### src/rtl/serial_subtractor_16_if.sv
// Handshake and operand/result bundle for the bit-serial subtractor.
interface serial_subtractor_16_if #(
  parameter int unsigned WIDTH = 16
);
  logic             start;
  logic [WIDTH-1:0] A;
  logic [WIDTH-1:0] B;
  logic             BorrowIn;
  logic             busy;
  logic             done;
  logic [WIDTH-1:0] Diff;
  logic             BorrowOut;
  logic             Overflow;
  logic             Zero;

  modport master (
    output start, A, B, BorrowIn,
    input  busy, done, Diff, BorrowOut, Overflow, Zero
  );

  modport slave (
    input  start, A, B, BorrowIn,
    output busy, done, Diff, BorrowOut, Overflow, Zero
  );
endinterface

### src/rtl/serial_subtractor_16.sv
// Bit-serial Diff = A - B - BorrowIn, LSB first, one full-subtractor cell per clock.
// Results are registered at completion and held until the next completion.
module serial_subtractor_16 #(
  parameter int unsigned WIDTH = 16
) (
  input logic                 clk,
  input logic                 rst_n,
  serial_subtractor_16_if.slave bus
);
  localparam int unsigned CW = (WIDTH > 2) ? $clog2(WIDTH) : 1;
  localparam logic [CW-1:0] LAST = CW'(WIDTH - 1);

  typedef enum logic [1:0] {IDLE, SHIFT, DONE} state_t;

  state_t           state;
  state_t           state_next;
  logic             accept;
  logic             last_bit;

  logic [WIDTH-1:0] a_reg;
  logic [WIDTH-1:0] b_reg;
  logic [WIDTH-1:0] res_reg;
  logic [WIDTH-1:0] res_next;
  logic             br;
  logic             br_next;
  logic             d;
  logic             a_msb;
  logic             b_msb;
  logic [CW-1:0]    cnt;

  logic [WIDTH-1:0] diff_reg;
  logic             bout_reg;
  logic             ovf_reg;
  logic             zero_reg;

  // Full-subtractor cell on the current LSBs
  always_comb begin
    d        = a_reg[0] ^ b_reg[0] ^ br;
    br_next  = (~a_reg[0] & b_reg[0]) | (~(a_reg[0] ^ b_reg[0]) & br);
    res_next = {d, res_reg[WIDTH-1:1]};
  end

  always_ff @(posedge clk or negedge rst_n) begin
    if (!rst_n) state <= IDLE;
    else        state <= state_next;
  end

  always_comb begin
    state_next = state;
    accept     = 1'b0;
    last_bit   = 1'b0;
    case (state)
      IDLE, DONE: begin
        if (bus.start) begin
          accept     = 1'b1;
          state_next = SHIFT;
        end else begin
          state_next = IDLE;
        end
      end
      SHIFT: begin
        if (cnt == LAST) begin
          last_bit   = 1'b1;
          state_next = DONE;
        end
      end
      default: state_next = IDLE;
    endcase
  end

  always_ff @(posedge clk or negedge rst_n) begin
    if (!rst_n) begin
      a_reg    <= '0;
      b_reg    <= '0;
      res_reg  <= '0;
      br       <= 1'b0;
      a_msb    <= 1'b0;
      b_msb    <= 1'b0;
      cnt      <= '0;
      diff_reg <= '0;
      bout_reg <= 1'b0;
      ovf_reg  <= 1'b0;
      zero_reg <= 1'b0;
    end else if (accept) begin
      a_reg   <= bus.A;
      b_reg   <= bus.B;
      br      <= bus.BorrowIn;
      a_msb   <= bus.A[WIDTH-1];
      b_msb   <= bus.B[WIDTH-1];
      res_reg <= '0;
      cnt     <= '0;
    end else if (state == SHIFT) begin
      a_reg   <= a_reg >> 1;
      b_reg   <= b_reg >> 1;
      res_reg <= res_next;
      br      <= br_next;
      cnt     <= cnt + 1'b1;
      if (last_bit) begin
        diff_reg <= res_next;
        bout_reg <= br_next;
        ovf_reg  <= (a_msb != b_msb) && (res_next[WIDTH-1] != a_msb);
        zero_reg <= (res_next == '0);
      end
    end
  end

  assign bus.busy      = (state == SHIFT);
  assign bus.done      = (state == DONE);
  assign bus.Diff      = diff_reg;
  assign bus.BorrowOut = bout_reg;
  assign bus.Overflow  = ovf_reg;
  assign bus.Zero      = zero_reg;
endmodule

### src/flat_wrapper.sv
// flat-port wrapper written by rule: the top's interface ports become plain ports
module serial_subtractor_16_flat 
#(
  parameter int unsigned WIDTH = 16
)
  (clk, rst_n, bus_start, bus_A, bus_B, bus_BorrowIn, bus_busy, bus_done, bus_Diff, bus_BorrowOut, bus_Overflow, bus_Zero);
  serial_subtractor_16_if #(.WIDTH(WIDTH)) bus_i ();
  input logic clk;
  input logic rst_n;
  input wire logic [$bits(bus_i.start)-1:0] bus_start;
  input wire logic [$bits(bus_i.A)-1:0] bus_A;
  input wire logic [$bits(bus_i.B)-1:0] bus_B;
  input wire logic [$bits(bus_i.BorrowIn)-1:0] bus_BorrowIn;
  output wire logic [$bits(bus_i.busy)-1:0] bus_busy;
  output wire logic [$bits(bus_i.done)-1:0] bus_done;
  output wire logic [$bits(bus_i.Diff)-1:0] bus_Diff;
  output wire logic [$bits(bus_i.BorrowOut)-1:0] bus_BorrowOut;
  output wire logic [$bits(bus_i.Overflow)-1:0] bus_Overflow;
  output wire logic [$bits(bus_i.Zero)-1:0] bus_Zero;
  assign bus_i.start = bus_start;
  assign bus_i.A = bus_A;
  assign bus_i.B = bus_B;
  assign bus_i.BorrowIn = bus_BorrowIn;
  assign bus_busy = bus_i.busy;
  assign bus_done = bus_i.done;
  assign bus_Diff = bus_i.Diff;
  assign bus_BorrowOut = bus_i.BorrowOut;
  assign bus_Overflow = bus_i.Overflow;
  assign bus_Zero = bus_i.Zero;
  serial_subtractor_16 #(.WIDTH(WIDTH)) u_core (.clk(clk), .rst_n(rst_n), .bus(bus_i));
endmodule
### config.mk
export PLATFORM = sky130hd
export DESIGN_NAME = serial_subtractor_16_flat
export DESIGN_NICKNAME = d
export VERILOG_FILES = /design/src/rtl/serial_subtractor_16_if.sv /design/src/rtl/serial_subtractor_16.sv /design/src/flat_wrapper.sv
export SDC_FILE = /design/constraint.sdc
export NUM_CORES = 1
export LEC_CHECK = 0
export CAP_MARGIN = 0
export CORE_UTILIZATION = 50
export DETAILED_ROUTE_END_ITERATION = 7
export HOLD_SLACK_MARGIN = 0.06
export PLACE_DENSITY = 0.84
export SYNTH_ARGS = -nofsm -noshare
export SYNTH_HDL_FRONTEND = slang
export SYNTH_SLANG_ARGS = --single-unit
### constraint.sdc
create_clock -name clk -period 4.1 [get_ports clk]
set_clock_uncertainty 0.05 [all_clocks]
set_input_delay 0.41 -clock clk [delete_from_list [all_inputs] [get_ports clk]]
set_output_delay 0.41 -clock clk [all_outputs]
set_load 0.02 [all_outputs]
==> flow_metrics.tcl <==
# place-and-route summary
set metrics [dict create \
    run_status "finished, final reports clean" \
    grt_use_met2 0.2785 \
    pwr-share-comb 0.396 \
    postPlaceCellArea_sq_um 3740 \
    grt_pass1_wl_um 9860 \
    numCtsBuffers 9 \
    met3_usage 0.03626 \
    flops 75 \
    ys_chip_area_sq_um 3231 \
    wl_met1_um 2976 \
    cts_max_level 3 \
    cts_tree "done" \
    design.core.area_sq_um 6061 \
    slowest_delay_ps 710 \
    cp.buffers_inverters 2 \
    cts-root-buf "clkbuf_8" \
    utilization 0.6455 \
    slew_viol_final 0 \
    tightest_slew_ps 964.0 \
    p_int_mw 1.885 \
    whs_ps 136.6 \
    fp_util 0.5330 \
    yosys-stat-cells 284 \
    drc_errors 0 \
    yosys-top-cells-area "dfrtp_1 58%, nand2_1 7.1%, a22o_1 4.9%" \
    cp_data_required_time_ps 3640 \
    hpwl_um 3789 \
    synthAdderAreaFrac 0.01007 \
    xor_area_frac 0 \
    sh_comb_area 0.3041 \
    critPathMaxFanout 51 \
    postCtsSetupBuffers 0 \
    largest_class "flip-flops and latches" \
    synthTopCellsByCount "75 x dfrtp_1, 61 x nand2_1, 24 x nor2_1" \
    synthToLayoutAreaGrowth_pct 21.11 \
    die_w_um 82.38 \
    grt_overflow_total 0 \
    cts.sink_count 75 \
    finalClockPeriodUsage 0.6744 \
    fin_tns_setup_ps 0 \
    vias 2281 \
    dieHeight_um 82.38 \
    regArea_sq_um 1877 \
    cp_cell_sequence "nand2b_4 > inv_4 > clkdlybuf4s50_1" \
    place_ws_ps 1715 \
    cp_slowest_cell "clkdlybuf4s50_1" \
    nClkBuffers 14 \
    startpoint "u_core.state[1]" \
    arrival_ps 2310 \
    r2r-end "u_core.br" \
    dieArea_sq_um 6786 \
    seq_share 0.4797 \
    top_layer_used "met4" \
    top_area_frac 0.5809 \
    worst-path-stages 3 \
    top_area_cell "dfrtp_1" \
    netlist_area_sq_um 3231 \
    crit_end "bus_busy" \
    rsz0062_at_grt "false" \
    path_class "reg2out" \
    grt_max_degree 76 \
    ys_seq_share 0.5809 \
    grt_pass1_vias 2118 \
    ys_warn_count 0 \
    finalWirelength_um 6006 \
    cts_hold_buffers 0 \
    fin_crit_ps 2765 \
    p_comb_mw 1.19 \
    endpoint_kind "output pin" \
    antenna_found_initial 0 \
]
Figure 1. Clock wires, drivers and flops.
Bar = 20 um.
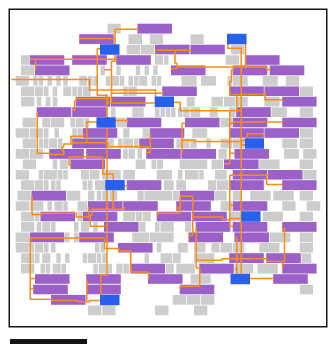
legend:
  purple:
    item: flip-flops
    count: 75
  blue:
    item: cells driving clock nets
    count: 9
  orange:
    item: clock wires
    length: 849 um
flops lie: all over the die
P_clk: 0.502 mW
Clock Power Share: 0.168
Late-Pin Clk Latency: 340 ps

Figure 2. Zoomed window.
Window x 21 to 61, y 21 to 61 um. Cells in grey, sequential cells in the stronger grey; small squares are vias.
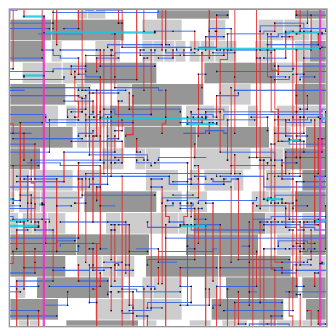
legend:
  magenta:
    layer: met4
  blue:
    layer: met1
  red:
    layer: met2
  cyan:
    layer: met3
sequential cells in the window: 23
most frequent: dfrtp_1 (23), a22o_1 (15), nand2_1 (14)
netlist names of flops here include: `u_core.a_reg` (6), `u_core.b_reg` (6), `u_core.res_reg` (4)
cells with their middle in the window: 98

Power is estimated from default activity; no workload was simulated.
